File: config.mk
export PLATFORM = sky130hd
export DESIGN_NAME = fp_norm_round
export DESIGN_NICKNAME = d
export VERILOG_FILES = /design/src/rtl/fp_pkg.sv /design/src/rtl/fp_lzc.sv /design/src/rtl/fp_norm_round.sv
export SDC_FILE = /design/constraint.sdc
export NUM_CORES = 1
export LEC_CHECK = 0
export CAP_MARGIN = 20
export CORE_AREA = 2 2 115 117
export CTS_BUF_LIST = sky130_fd_sc_hd__clkbuf_4
export DETAILED_ROUTE_END_ITERATION = 10
export DIE_AREA = 0 0 117 119
export PLACE_DENSITY = 0.79
export SYNTH_ARGS = -nofsm -noshare
export SYNTH_HDL_FRONTEND = slang
export SYNTH_SLANG_ARGS = --single-unit
File: constraint.sdc
create_clock -name i_clk -period 6.29 [get_ports i_clk]
set_clock_uncertainty 0.05 [all_clocks]
set_input_delay 1.5725 -clock i_clk [delete_from_list [all_inputs] [get_ports i_clk]]
set_output_delay 1.5725 -clock i_clk [all_outputs]
set_load 0.01 [all_outputs]
File: src/rtl/fp_pkg.sv
// Purpose: shared constants, stage-1 payload type and rounding helper for the FP add/sub post-add path.
// Latency: n/a (types and pure functions only).
// Backpressure: n/a.
// Contents: rounding-mode encodings, fflags bit positions, IEEE single field widths,
// canonical NaN / max-finite patterns, the normalized stage-1 record and the round-up decision.
package fp_pkg;

  localparam int RAW_MANT_W = 28;  // [27] carry, [26] hidden, [25:3] frac, [2] G, [1] R, [0] S
  localparam int INT_EXP_W  = 10;  // biased exponent with headroom for under/overflow
  localparam int NORM_W     = 27;  // normalized significand: hidden..sticky
  localparam int LZC_W      = 5;
  localparam int FP_EXP_W   = 8;
  localparam int FP_FRAC_W  = 23;
  localparam int FP_BIAS    = 127;

  localparam logic [2:0] RM_RNE = 3'b000;
  localparam logic [2:0] RM_RTZ = 3'b001;
  localparam logic [2:0] RM_RDN = 3'b010;
  localparam logic [2:0] RM_RUP = 3'b011;
  localparam logic [2:0] RM_RMM = 3'b100;

  localparam int FLAG_NV = 4;
  localparam int FLAG_DZ = 3;
  localparam int FLAG_OF = 2;
  localparam int FLAG_UF = 1;
  localparam int FLAG_NX = 0;

  localparam logic [31:0] CANON_NAN  = 32'h7FC0_0000;
  localparam logic [30:0] MAX_FINITE = 31'h7F7F_FFFF;

  // Normalized value handed from stage 1 to stage 2.
  typedef struct packed {
    logic                  sign;
    logic [2:0]            rm;
    logic                  eff_sub;
    logic                  is_nan;
    logic                  is_inf;
    logic                  nv;
    logic                  is_zero;
    logic [INT_EXP_W-1:0]  exp;   // two's complement; negative or zero means underflow
    logic [NORM_W-1:0]     mant;  // [26] hidden, [25:3] frac, [2] G, [1] R, [0] S
  } norm_t;

  // Round-up decision. Reserved encodings 101-111 fall back to RNE.
  function automatic logic round_inc(input logic [2:0] rm, input logic sign,
                                     input logic lsb, input logic guard, input logic sticky);
    logic inc;
    case (rm)
      RM_RNE:  inc = guard & (sticky | lsb);
      RM_RTZ:  inc = 1'b0;
      RM_RDN:  inc = sign & (guard | sticky);
      RM_RUP:  inc = ~sign & (guard | sticky);
      RM_RMM:  inc = guard;
      default: inc = guard & (sticky | lsb);
    endcase
    return inc;
  endfunction

endpackage

File: src/rtl/fp_lzc.sv
// Purpose: 27-bit leading-zero counter used to normalize the raw sum.
// Latency: combinational.
// Backpressure: none (pure logic).
// Ports: i_vec value to scan (MSB first); o_cnt leading zeros (27 when all zero); o_zero all-zero flag.
module fp_lzc
  import fp_pkg::*;
(
  input  logic [NORM_W-1:0] i_vec,
  output logic [LZC_W-1:0]  o_cnt,
  output logic              o_zero
);

  // Scan from LSB upward so the highest set bit is the last one to assign.
  always_comb begin
    o_cnt = LZC_W'(NORM_W);
    for (int i = 0; i < NORM_W; i++) begin
      if (i_vec[i]) begin
        o_cnt = LZC_W'(NORM_W - 1 - i);
      end
    end
  end

  assign o_zero = ~|i_vec;

endmodule

File: src/rtl/fp_norm_round.sv
// Purpose: normalize, round (RNE/RTZ/RDN/RUP/RMM) and pack the FP adder's raw sum into an IEEE single + fflags.
// Latency: 2 cycles from input accept to o_valid; one result per cycle.
// Backpressure: elastic valid/ready; a stalled output holds o_result/o_flags, o_ready drops once both stages are full.
// Ports: i_clk/i_rst (async, active high); i_valid/o_ready upstream handshake carrying i_sign, i_exp,
// i_mant, i_eff_sub, i_rm, i_is_nan, i_is_inf, i_nv; o_valid/i_ready downstream handshake carrying o_result, o_flags.
module fp_norm_round
  import fp_pkg::*;
#(
  parameter int MANT_W = RAW_MANT_W,
  parameter int EXP_W  = INT_EXP_W
) (
  input  logic                i_clk,
  input  logic                i_rst,
  input  logic                i_valid,
  output logic                o_ready,
  input  logic                i_sign,
  input  logic [FP_EXP_W-1:0] i_exp,
  input  logic [MANT_W-1:0]   i_mant,
  input  logic                i_eff_sub,
  input  logic [2:0]          i_rm,
  input  logic                i_is_nan,
  input  logic                i_is_inf,
  input  logic                i_nv,
  output logic                o_valid,
  input  logic                i_ready,
  output logic [31:0]         o_result,
  output logic [4:0]          o_flags
);

  localparam logic [EXP_W-1:0] EXP_ONE = EXP_W'(1);
  localparam logic [EXP_W-1:0] EXP_OVF = EXP_W'(2 * FP_BIAS + 1);

  // ---------------- handshake ----------------
  logic s1_valid_q, s1_valid_d;
  logic s2_valid_q, s2_valid_d;
  logic s1_en, s2_en;

  assign s2_en   = ~s2_valid_q | i_ready;
  assign s1_en   = ~s1_valid_q | s2_en;
  assign o_ready = s1_en;

  // ---------------- stage 1: normalize ----------------
  logic [LZC_W-1:0] lz;
  logic             lz_zero;
  logic [EXP_W-1:0] exp_in;
  logic [EXP_W-1:0] lz_ext;
  norm_t            norm;
  norm_t            s1_q, s1_d;

  fp_lzc u_lzc (
    .i_vec  (i_mant[MANT_W-2:0]),
    .o_cnt  (lz),
    .o_zero (lz_zero)
  );

  assign exp_in = {{(EXP_W-FP_EXP_W){1'b0}}, i_exp};
  assign lz_ext = {{(EXP_W-LZC_W){1'b0}}, lz};

  always_comb begin
    norm         = '0;
    norm.sign    = i_sign;
    norm.rm      = i_rm;
    norm.eff_sub = i_eff_sub;
    norm.is_nan  = i_is_nan;
    norm.is_inf  = i_is_inf;
    norm.nv      = i_nv;
    norm.is_zero = ~i_mant[MANT_W-1] & lz_zero;
    if (i_mant[MANT_W-1]) begin
      // Carry out: shift right one, the dropped bit folds into sticky.
      norm.mant = {i_mant[MANT_W-1:2], i_mant[1] | i_mant[0]};
      norm.exp  = exp_in + EXP_ONE;
    end else begin
      norm.mant = i_mant[MANT_W-2:0] << lz;
      norm.exp  = exp_in - lz_ext;
    end
  end

  // ---------------- stage 2: round and pack ----------------
  logic                 g_bit, s_bit, l_bit, inc;
  logic [NORM_W-3:0]    mant_r;   // [24] carry, [23] hidden, [22:0] fraction
  logic [EXP_W-1:0]     exp_r;
  logic                 uflow, oflow, to_max, zero_sign;
  logic [31:0]          result_c, result_q, result_d;
  logic [4:0]           flags_c, flags_q, flags_d;

  assign g_bit  = s1_q.mant[2];
  assign s_bit  = s1_q.mant[1] | s1_q.mant[0];
  assign l_bit  = s1_q.mant[3];
  assign inc    = round_inc(s1_q.rm, s1_q.sign, l_bit, g_bit, s_bit);
  assign mant_r = {1'b0, s1_q.mant[NORM_W-1:3]} + {{(NORM_W-3){1'b0}}, inc};

  // Top two significand bits read 01 normally and 10 after a round-up carry,
  // so adding them and subtracting one gives the exponent adjustment.
  assign exp_r  = s1_q.exp + {{(EXP_W-2){1'b0}}, mant_r[NORM_W-3:NORM_W-4]} - EXP_ONE;

  // Underflow is judged on the normalized exponent, before rounding.
  assign uflow  = s1_q.exp[EXP_W-1] | (s1_q.exp == '0);
  assign oflow  = ~exp_r[EXP_W-1] & (exp_r >= EXP_OVF);

  // Modes that round toward zero for this sign saturate to max finite instead of inf.
  assign to_max = (s1_q.rm == RM_RTZ) |
                  ((s1_q.rm == RM_RDN) & ~s1_q.sign) |
                  ((s1_q.rm == RM_RUP) &  s1_q.sign);

  // An exact cancellation is +0 except under round-down.
  assign zero_sign = s1_q.eff_sub ? (s1_q.rm == RM_RDN) : s1_q.sign;

  always_comb begin
    result_c          = {s1_q.sign, exp_r[FP_EXP_W-1:0], mant_r[FP_FRAC_W-1:0]};
    flags_c           = '0;
    flags_c[FLAG_DZ]  = 1'b0;
    flags_c[FLAG_NX]  = g_bit | s_bit;
    if (s1_q.is_nan) begin
      result_c         = CANON_NAN;
      flags_c          = '0;
      flags_c[FLAG_NV] = s1_q.nv;
    end else if (s1_q.is_inf) begin
      result_c = {s1_q.sign, {FP_EXP_W{1'b1}}, {FP_FRAC_W{1'b0}}};
      flags_c  = '0;
    end else if (s1_q.is_zero) begin
      result_c = {zero_sign, 31'h0};
      flags_c  = '0;
    end else if (uflow) begin
      result_c         = {s1_q.sign, 31'h0};
      flags_c          = '0;
      flags_c[FLAG_UF] = 1'b1;
      flags_c[FLAG_NX] = 1'b1;
    end else if (oflow) begin
      result_c         = to_max ? {s1_q.sign, MAX_FINITE}
                                : {s1_q.sign, {FP_EXP_W{1'b1}}, {FP_FRAC_W{1'b0}}};
      flags_c          = '0;
      flags_c[FLAG_OF] = 1'b1;
      flags_c[FLAG_NX] = 1'b1;
    end
  end

  // ---------------- pipeline registers ----------------
  always_comb begin
    s1_valid_d = s1_valid_q;
    s1_d       = s1_q;
    s2_valid_d = s2_valid_q;
    result_d   = result_q;
    flags_d    = flags_q;
    if (s1_en) begin
      s1_valid_d = i_valid;
      if (i_valid) begin
        s1_d = norm;
      end
    end
    if (s2_en) begin
      s2_valid_d = s1_valid_q;
      if (s1_valid_q) begin
        result_d = result_c;
        flags_d  = flags_c;
      end
    end
  end

  always_ff @(posedge i_clk or posedge i_rst) begin
    if (i_rst) begin
      s1_valid_q <= 1'b0;
      s1_q       <= '0;
      s2_valid_q <= 1'b0;
      result_q   <= '0;
      flags_q    <= '0;
    end else begin
      s1_valid_q <= s1_valid_d;
      s1_q       <= s1_d;
      s2_valid_q <= s2_valid_d;
      result_q   <= result_d;
      flags_q    <= flags_d;
    end
  end

  assign o_valid  = s2_valid_q;
  assign o_result = result_q;
  assign o_flags  = flags_q;

endmodule

Figure 1. PDN straps and rails (run 1).
The bar under the picture is 20 µm long. Pins as bars on the die edge. Tap cells in grey.
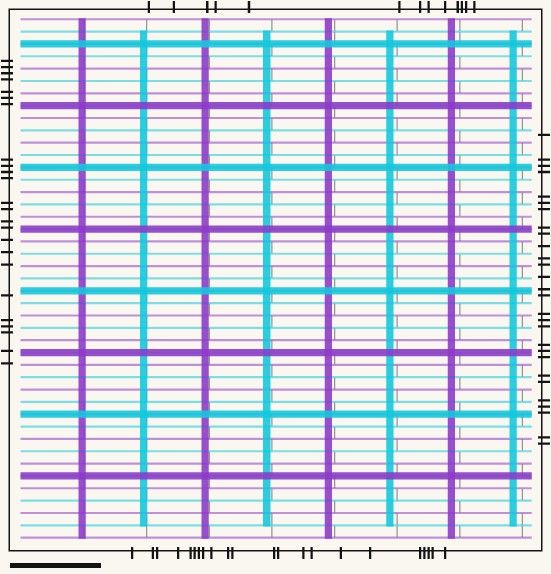
| net | colour |
|---|---|
| VSS | purple |
| VDD | cyan |
met1 rails: 43
rows: 42

Figure 2. Cell area per tile (run 1).
The bar under the picture is 20 µm long. 12 x 12 tiles, from white (low) to dark blue (high), 0 to 100% covered.
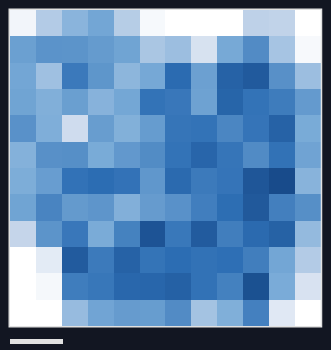
mean over tiles: 54%
nearly empty tiles: 6.2%
tiles over 75% full: 16%
fullest tile: 89%

==> flow_metrics.env, run 1 <==
# physical design summary
export IMPL_path_clk_slew_ns=0.14
export IMPL_p_total_mw=1.89
export IMPL_worst_slew_pin_slew_ns=1.07
export IMPL_track_usage=0.282
export IMPL_cp_start_kind="flip-flop"
export IMPL_p_sw_uw=716
export IMPL_grt_pass1_wl_mm=31.5
export IMPL_ff_type="dfrtp_1"
export IMPL_worstPathRequired_ns=6.56
export IMPL_crit_path_cell_trace="and3b_1 > ha_1 > nand3b_1 > o22ai_1 > ha_1 > ha_1 > nand3_1 > nor2_1 > and4_1 > nand3_1 > or3_1 > ha_1 > inv_1 > ha_1 > fa_1 > nor2b_1 > o21a_1 > or3_1 > a211oi_1 > o211a_1 > o21ai_2 > o21a_1 > a22o_1"
export IMPL_max_stage_delay_ns=0.46
export IMPL_cpLargestDelayFamily="simple AND/OR/NAND/NOR gates"
export IMPL_die_h_um=119
export IMPL_yosys_cells=825
export IMPL_wl_mm=19.2
export IMPL_max_freq_mhz=173
export IMPL_die_x_um=117
export IMPL_via_count=6584
export IMPL_drive_above_1_share=0.0619
export IMPL_dp_hpwl_mm=14.9
export IMPL_p_int_mw=1.17
export IMPL_ys_area_um2=6640
export IMPL_detail_route_wl_per_cell_um=18.0
export IMPL_ys_ff=84
export IMPL_whs_ns=0.441
export IMPL_leakagePower_nw=3.21
export IMPL_antenna_found_initial=1
export IMPL_setup_violations=0
export IMPL_synth_nets=898
export IMPL_worstPathMaxFanout=22
export IMPL_drv_cap=0
export IMPL_status="finished clean"
export IMPL_initCoreUtil=0.516
export IMPL_grt_max_degree=46
export IMPL_clk_latency_ns=0.45
export IMPL_firstDrtPassIters=6
export IMPL_clockBufferDepth=2
export IMPL_seq_area_frac_synth=0.316
export IMPL_postRouteAntennaNets=0
export IMPL_slew_viol_final=0
export IMPL_grt_pass1_vias=6186
export IMPL_pwr_share_clk=0.155
export IMPL_cts_sink_count=84
export IMPL_hold_class="reg2reg"
Figure 3. Cell placement (run 1).
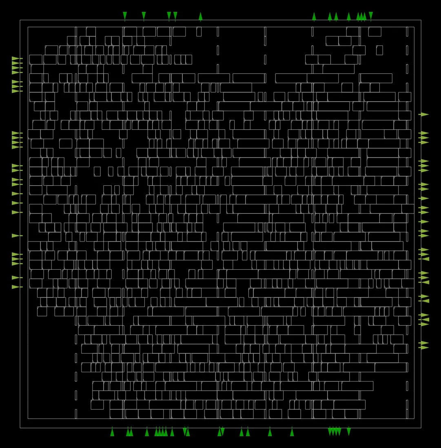
flop count: 84
row cnt: 42
Final Non-Filler Cells: 1,066
fill count: 1,210
sequential portion of the cell area: 0.271

-- run 1: cell type report --
| cell class | count | area share |
|---|---|---|
| well taps | 176 | 0.0284 |
| clock buffers | 9 | 0.00872 |
| repair buffers | 105 | 0.129 |
| multi-input cells | 651 | 0.537 |
| clock inverters | 6 | 0.00727 |
| inverters | 34 | 0.0182 |
| diodes | 1 | 0.000323 |
| flip-flops and latches | 84 | 0.271 |
-- run 1: cells in the mapped netlist (all sizes together) (5+ instances only) --
cell type | n | area share
nor2 | 67 | 0.038
nand2b | 13 | 0.012
nor2b | 8 | 0.0075
buf | 15 | 0.014
nand3 | 34 | 0.026
o31ai | 5 | 0.0057
a211oi | 11 | 0.012
o22ai | 9 | 0.0094
nand2 | 117 | 0.066
a21oi | 30 | 0.023
a221oi | 11 | 0.015
inv | 33 | 0.019
clkbuf | 41 | 0.023
nor3 | 14 | 0.011
o21ai | 56 | 0.042
or3 | 7 | 0.0066
o211ai | 26 | 0.029
o221a | 5 | 0.0085
xor2 | 14 | 0.018
and4 | 6 | 0.0079
a22o | 25 | 0.033
mux2 | 6 | 0.010
mux2i | 24 | 0.036
and3 | 16 | 0.015
xnor2 | 18 | 0.024
nand4 | 8 | 0.0075
a31oi | 11 | 0.010
dfrtp | 84 | 0.32
ha | 23 | 0.043
o21a | 9 | 0.010
nor4 | 12 | 0.011
-- run 1: power by group through the flow --
stage	sequential, mW	clock [mW]	combinational [mW]
detailed placement	0.768	0	0.832
CTS	0.758	0.297	0.835
global route	0.774	0.316	0.922
global placement	0.766	0	0.819
finish	0.758	0.293	0.839
floorplan	0.779	0	0.478
-- run 1: path summary, 6_finish.rpt --
path                                                  to  slack (ns)  cells after the start
max in group asynchronous            s1_q[7]$_DFFE_PP0P_        3.75                      3
worst max-delay path            o_result[16]$_DFFE_PP0P_        0.51                     23
worst max register to register  o_result[16]$_DFFE_PP0P_        0.51                     23
worst min-delay path              o_flags[4]$_DFFE_PP0P_        0.44                      2
min in group asynchronous         o_flags[2]$_DFFE_PP0P_        1.45                      2
worst min register to register    o_flags[4]$_DFFE_PP0P_        0.44                      2
-- run 1: kinds of logic (layout without fill, tap and decap cells) --
logic type,count (synthesis),count (layout),share of synthesized area
other cells,1,2,0.000565
compound gates,242,242,0.258
mux,30,30,0.0463
simple gates,321,321,0.229
fa+ha+maj,25,25,0.0494
flops,84,84,0.316
buf+inv,90,154,0.0578
xor+xnor,32,32,0.0422
-- run 1: metrics by stage --
step / std cells / area [µm²] / setup WS [ns]
after floorplan: 825 / 6640 / 0.775
after global placement: 1049 / 7620 / 0.723
after detailed placement: 1050 / 7620 / 0.565
after CTS: 1065 / 7750 / 0.530
after global routing: 1066 / 7750 / 0.121
final: 1066 / 7750 / 0.510
-- run 1: state kept, by name, indices dropped and copies added (netlist names) --
register / cells
o_valid: 1
g_bit: 1
o_flags: 4
o_result: 32
l_bit: 1
s1_valid_q: 1
s1_q: 44
-- run 1: routing by layer --
layer  part of all wire  wire length, µm  vias up  track usage
met1               0.45             8600     3006        0.403
met2               0.44             8470      346        0.436
li1                   -                -     3167            -
met3              0.076             1460       65       0.0417
met4              0.036              698        0        0.100
met5                  0                0        -            0
Figure 4. Sequential cells coloured by netlist name (run 1).
The bar under the picture is 20 µm long. Other sequential cells in the stronger grey, the rest of the logic in the fainter grey.
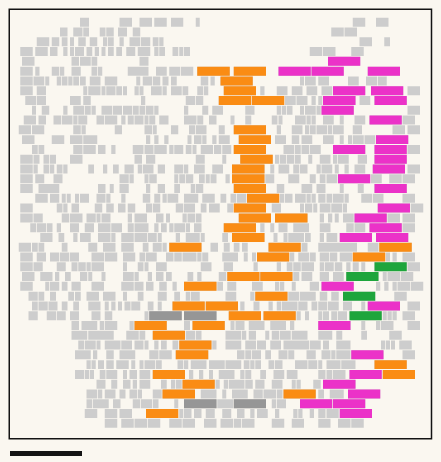

## Run 2: what changed since run 1
==> constraint.sdc (replaced) <==
create_clock -name i_clk -period 6.1 [get_ports i_clk]
set_clock_uncertainty 0.05 [all_clocks]
set_input_delay 1.525 -clock i_clk [delete_from_list [all_inputs] [get_ports i_clk]]
set_output_delay 1.525 -clock i_clk [all_outputs]
set_load 0.01 [all_outputs]
Figure 5. Sequential cells coloured by netlist name (run 2).
The bar under the picture is 20 µm long. Other sequential cells in the stronger grey, the rest of the logic in the fainter grey.
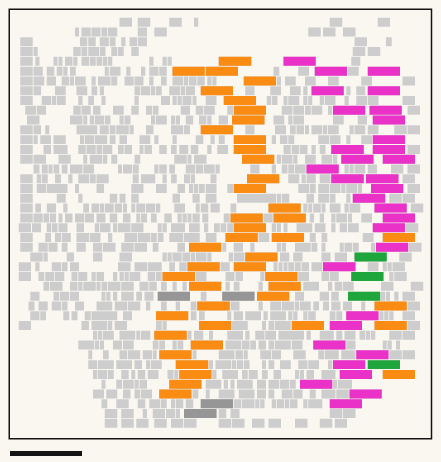
| netlist name | colour | flops |
|---|---|---|
| s1_q | orange | 44 |
| o_flags | green | 4 |
| o_result | magenta | 32 |

Figure 6. Cell area per tile (run 2).
The bar under the picture is 20 µm long. 12 x 12 tiles, from white (low) to dark blue (high), 0 to 100% covered.
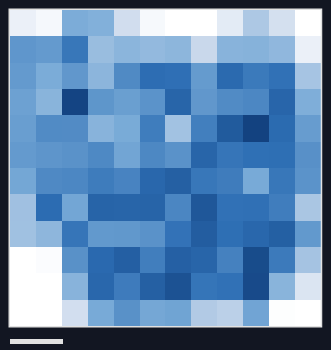
fullest tile: 93%
mean over tiles: 54%
emptiest ninth of the die: south-west

==> flow_metrics.env, run 2 <==
# physical design summary
export IMPL_seq_area_frac_synth=0.316
export IMPL_max_freq_mhz=176
export IMPL_initCoreUtil=0.516
export IMPL_p_int_mw=1.23
export IMPL_num_rows=42
export IMPL_status="finished clean"
export IMPL_crit_path_cell_trace="and3b_1 > ha_1 > nand3b_1 > o22ai_1 > ha_1 > ha_1 > nand3_1 > nor2_1 > and4_1 > nand3_1 > or3_1 > ha_1 > inv_1 > ha_1 > fa_1 > nor2b_1 > o21ai_0 > a21oi_1 > o21a_1 > o211a_1 > o21ai_2 > buf_6 > mux2_2 > a21oi_1"
export IMPL_dp_cells=1054
export IMPL_pwr_share_clk=0.154
export IMPL_die_h_um=119
export IMPL_p_sw_uw=734
export IMPL_postRouteAntennaNets=0
export IMPL_die_x_um=117
export IMPL_common_cells="nand2_1 (117), dfrtp_1 (84), nor2_1 (67)"
export IMPL_antenna_found_initial=0
export IMPL_firstDrtPassIters=5
export IMPL_synthTopCellsByArea="dfrtp_1 (32%), nand2_1 (6.6%), ha_1 (4.3%)"
export IMPL_setup_slack_ns=0.412
export IMPL_ys_area_um2=6640
export IMPL_yosys_cells=825
export IMPL_most_common_cell="nand2_1"
export IMPL_dpl_instance_area_um2=7650
export IMPL_place_ws_ns=0.327
export IMPL_path_clk_slew_ns=0.12
export IMPL_insertedDiodeCount=0
export IMPL_synth_nets=898
export IMPL_slew_viol_final=0
export IMPL_fin_area_um2=7780
export IMPL_r2r_setup_slack_ns=0.41
export IMPL_drv_cap=0
export IMPL_cp_start_kind="flip-flop"
export IMPL_wl_mm=19.2
export IMPL_setup_violations=0
export IMPL_clk_latency_ns=0.44
export IMPL_cts_sink_count=84
export IMPL_grt_pass1_wl_mm=31.7
export IMPL_clockBufferDepth=2
export IMPL_top_area_cell="dfrtp_1"
export IMPL_p_total_mw=1.96
export IMPL_top_logic_kind="AND-OR/OR-AND gates"
export IMPL_largest_reg_flops=44
export IMPL_ys_sh_aoi=0.258
export IMPL_worst_slew_pin_slew_ns=0.875
export IMPL_fill_cells=1192
export IMPL_track_usage=0.284
-- run 2: cells by family after synthesis --
family,count (synthesis)
AOI/OAI and AO/OA,242
xor gates and xnor gates,32
adders and majority gates,25
buffers and inverters,90
DFF,84
muxes,30
other,1
and+or+nand+nor,321
-- run 2: cell type report --
| type | instances | area share |
|---|---|---|
| Clock buffer | 11 | 0.0106 |
| Clock inverter | 4 | 0.00530 |
| Inverter | 34 | 0.0182 |
| Multi-Input combinational cell | 651 | 0.535 |
| Sequential cell | 84 | 0.270 |
| Tap cell | 176 | 0.0283 |
| Timing Repair Buffer | 109 | 0.133 |
-- run 2: timing repair --
action / 4_1_cts / 5_1_grt
gates resized: 0 / 2
hold buffers: 0 / 0
endpoints found under the setup margin: 0 / 23
-- run 2: worst max-delay path: cells and delay by family (launching register included) --
kind | cells | cell delay (ns)
AND-OR/OR-AND | 7 | 1.15
multiplexers | 1 | 0.37
flip-flops | 1 | 0.45
AND/OR/NAND/NOR | 8 | 1.72
adder cells (fa/ha/maj) | 6 | 1.58
buffers and inverters | 2 | 0.29
-- run 2: power groups by stage --
stage	sequential [mW]	combinational [mW]	clock (mW)
2_1_floorplan	0.803	0.493	0
3_3_place_gp	0.790	0.843	0
3_5_place_dp	0.796	0.859	0
4_1_cts	0.785	0.862	0.308
5_1_grt	0.802	0.955	0.334
6_report	0.785	0.873	0.301
-- run 2: metrics by stage --
step / utilization / hold WS, ns
6_report: 0.605 / 0.445
5_1_grt: 0.605 / 0.480
4_1_cts: 0.604 / 0.453
3_5_place_dp: 0.595 / 0.427
3_3_place_gp: 0.595 / 0.408
2_1_floorplan: - / 0.395
-- run 2: path summary, 6_finish.rpt --
path	end	from	depth (start not counted)
min	o_flags[4]$_DFFE_PP0P_	o_flags[4]$_DFFE_PP0P_	2
max in group asynchronous	s1_q[9]$_DFFE_PP0P_	i_rst	3
max	o_result[23]$_DFFE_PP0P_	s1_q[43]$_DFFE_PP0P_	24
min reg2reg	o_flags[4]$_DFFE_PP0P_	o_flags[4]$_DFFE_PP0P_	2
max reg2reg	o_result[23]$_DFFE_PP0P_	s1_q[43]$_DFFE_PP0P_	24
min in group asynchronous	o_result[19]$_DFFE_PP0P_	i_rst	2
-- run 2: layer usage --
| metal | global-route usage | routed length [µm] |
|---|---|---|
| met5 | 0 | 0 |
| met1 | 0.422 | 8460 |
| met4 | 0.0934 | 518 |
| met2 | 0.426 | 8720 |
| met3 | 0.0346 | 1530 |
## Run 3: what changed since run 2
--- a/config.mk
+++ b/config.mk
@@ -5,6 +5,7 @@
 export SDC_FILE = /design/constraint.sdc
 export NUM_CORES = 1
 export LEC_CHECK = 0
+export ABC_AREA = 0
 export CAP_MARGIN = 20
 export CORE_AREA = 2 2 115 117
 export CTS_BUF_LIST = sky130_fd_sc_hd__clkbuf_4
Figure 7. Port wiring (run 3).
The bar under the picture is 20 µm long.
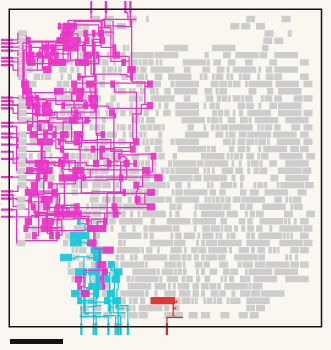
| port | colour | direction | edge | end cells | buffers | wire |
|---|---|---|---|---|---|---|
| i_exp | cyan | input | south | 24 | 8 | 337 µm |
| i_mant | magenta | input | 24 west, 4 north | 161 | 30 | 2,490 µm |
| o_valid | red | output | south | 1 | 1 | 17.4 µm |

==> flow_metrics.env, run 3 <==
# physical design summary
export IMPL_status="finished clean"
export IMPL_firstDrtPassIters=5
export IMPL_clockBufferDepth=2
export IMPL_num_rows=42
export IMPL_synth_nets=898
export IMPL_pwr_share_clk=0.154
export IMPL_synthTopCellsByArea="dfrtp_1 (32%), nand2_1 (6.6%), ha_1 (4.3%)"
export IMPL_regMostFlops="s1_q"
export IMPL_worstPathRequired_ns=6.42
export IMPL_track_usage=0.284
export IMPL_hold_viol_final=0
export IMPL_whs_ns=0.445
export IMPL_seqPwrFrac=0.400
export IMPL_wl_mm=19.2
export IMPL_top_area_cell="dfrtp_1"
export IMPL_grt_max_degree=49
export IMPL_cp_start_kind="flip-flop"
export IMPL_final_cell_mix="nand2_1 (117), clkdlybuf4s50_1 (85), dfrtp_1 (84)"
export IMPL_finalWorstPathRequiredPeriod_ns=5.69
export IMPL_cpLargestDelayFamily="simple AND/OR/NAND/NOR gates"
export IMPL_seq_area_frac_synth=0.316
export IMPL_p_int_mw=1.23
export IMPL_antenna_found_initial=0
export IMPL_common_cells="nand2_1 (117), dfrtp_1 (84), nor2_1 (67)"
export IMPL_crit_path_end="o_result[23]$_DFFE_PP0P_"
export IMPL_ff_type="dfrtp_1"
export IMPL_drv_cap=0
export IMPL_ys_ff=84
export IMPL_max_slew_margin=0.417
export IMPL_setup_slack_ns=0.412
export IMPL_largest_reg_flops=44
export IMPL_worst_slew_pin_slew_ns=0.875
export IMPL_cts_hold_fix_buffers=0
export IMPL_detail_route_wl_per_cell_um=18.0
export IMPL_drive_above_1_share=0.0649
export IMPL_max_stage_delay_ns=0.45
export IMPL_grt_pass1_wl_mm=31.7
export IMPL_leakagePower_nw=3.24
export IMPL_comb_power_share=0.446
export IMPL_clk_latency_ns=0.44
export IMPL_cp_startpoint="s1_q[43]$_DFFE_PP0P_"
export IMPL_p_sw_uw=734
export IMPL_dp_hpwl_mm=14.8
export IMPL_r2r_setup_slack_ns=0.41
export IMPL_ff2ff_path_depth=24
export IMPL_initCoreUtil=0.516
export IMPL_critPathCaptureType="flip-flop"
export IMPL_fin_area_um2=7780
export IMPL_hold_class="reg2reg"
export IMPL_postRouteAntennaNets=0
export IMPL_place_ws_ns=0.327
export IMPL_slew_viol_final=0
export IMPL_most_common_cell="nand2_1"
export IMPL_cts_sink_count=84
export IMPL_insertedDiodeCount=0
export IMPL_worstPathMaxFanout=30
export IMPL_rr_startpoint="s1_q[43]$_DFFE_PP0P_"
export IMPL_yosys_cells=825
export IMPL_synth_top_area_share=0.316
export IMPL_r2r_end="o_result[23]$_DFFE_PP0P_"
export IMPL_ys_area_um2=6640
export IMPL_die_x_um=117
export IMPL_crit_path_cell_trace="and3b_1 > ha_1 > nand3b_1 > o22ai_1 > ha_1 > ha_1 > nand3_1 > nor2_1 > and4_1 > nand3_1 > or3_1 > ha_1 > inv_1 > ha_1 > fa_1 > nor2b_1 > o21ai_0 > a21oi_1 > o21a_1 > o211a_1 > o21ai_2 > buf_6 > mux2_2 > a21oi_1"
export IMPL_path_depth=24
export IMPL_dpl_instance_area_um2=7650
export IMPL_setup_violations=0
export IMPL_grt_pass1_vias=6151
Figure 8. Cell placement (run 3).
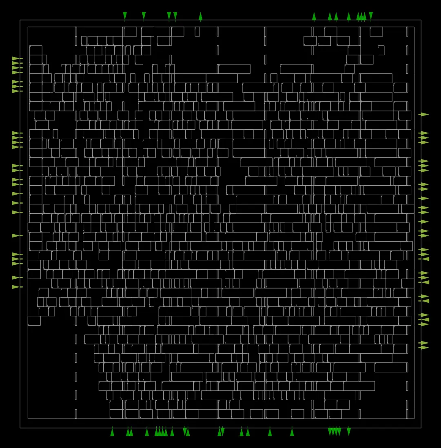
Core Box Area: 12,900 µm²
final core utilization: 0.605

[run 3: worst min-delay path, stage by stage, from the launching register on]
cell     delay (ns)
dfrtp_1        0.37
nand2_1        0.05
nand2_1        0.05
[run 3: layout make-up]
cell class | count | area (µm²)
well taps | 176 | 220
flip-flops and latches | 84 | 2100
clock buffers | 11 | 82.6
fillers | 1192 | 5090
repair buffers | 109 | 1030
clock inverters | 4 | 41.3
multi-input cells | 651 | 4160
inverters | 34 | 141
[run 3: what timing repair did]
action / 4_1_cts / 5_1_grt
setup buffers: 0 / 0
gates resized: 0 / 2
endpoints found under the setup margin: 0 / 23
[run 3: cells by family after synthesis]
| kind of cell | after synthesis | synth area share |
|---|---|---|
| AOI/OAI and AO/OA | 242 | 0.258 |
| xor gates and xnor gates | 32 | 0.0422 |
| adders and majority gates | 25 | 0.0494 |
| buffers and inverters | 90 | 0.0578 |
| DFF | 84 | 0.316 |
| muxes | 30 | 0.0463 |
| other | 1 | 0.000565 |
| and+or+nand+nor | 321 | 0.229 |
[run 3: metal layers]
layer / GRT usage / part of all wire / vias up
met2: 0.426 / 0.45 / 358
met1: 0.422 / 0.44 / 3122
met4: 0.0934 / 0.027 / 0
met3: 0.0346 / 0.080 / 44
met5: 0 / 0 / -
li1: - / - / 3172
[run 3: worst min path at each step]
| stage | startpoint | endpoint | slack (ns) | cells after the start |
|---|---|---|---|---|
| floorplan | s1_q[38]$_DFFE_PP0P_ | s1_q[38]$_DFFE_PP0P_ | 0.40 | 2 |
| global placement | o_flags[4]$_DFFE_PP0P_ | o_flags[4]$_DFFE_PP0P_ | 0.41 | 2 |
| detailed placement | o_flags[2]$_DFFE_PP0P_ | o_flags[2]$_DFFE_PP0P_ | 0.43 | 2 |
| CTS | o_flags[4]$_DFFE_PP0P_ | o_flags[4]$_DFFE_PP0P_ | 0.45 | 2 |
| global route | o_flags[2]$_DFFE_PP0P_ | o_flags[2]$_DFFE_PP0P_ | 0.48 | 2 |
| finish | o_flags[4]$_DFFE_PP0P_ | o_flags[4]$_DFFE_PP0P_ | 0.45 | 2 |
[run 3: metrics by stage]
stage / std cells / power, mW
6_report: 1069 / 1.96
5_1_grt: 1069 / 2.09
4_1_cts: 1069 / 1.96
3_5_place_dp: 1054 / 1.66
3_3_place_gp: 1054 / 1.63
2_1_floorplan: 825 / 1.30
[run 3: power by group through the flow]
stage / combinational, mW / sequential [mW] / clock, mW
after global placement: 0.843 / 0.790 / 0
final: 0.873 / 0.785 / 0.301
after CTS: 0.862 / 0.785 / 0.308
after global routing: 0.955 / 0.802 / 0.334
after floorplan: 0.493 / 0.803 / 0
after detailed placement: 0.859 / 0.796 / 0
No activity file was given, so power comes from the tool's default toggle rates.
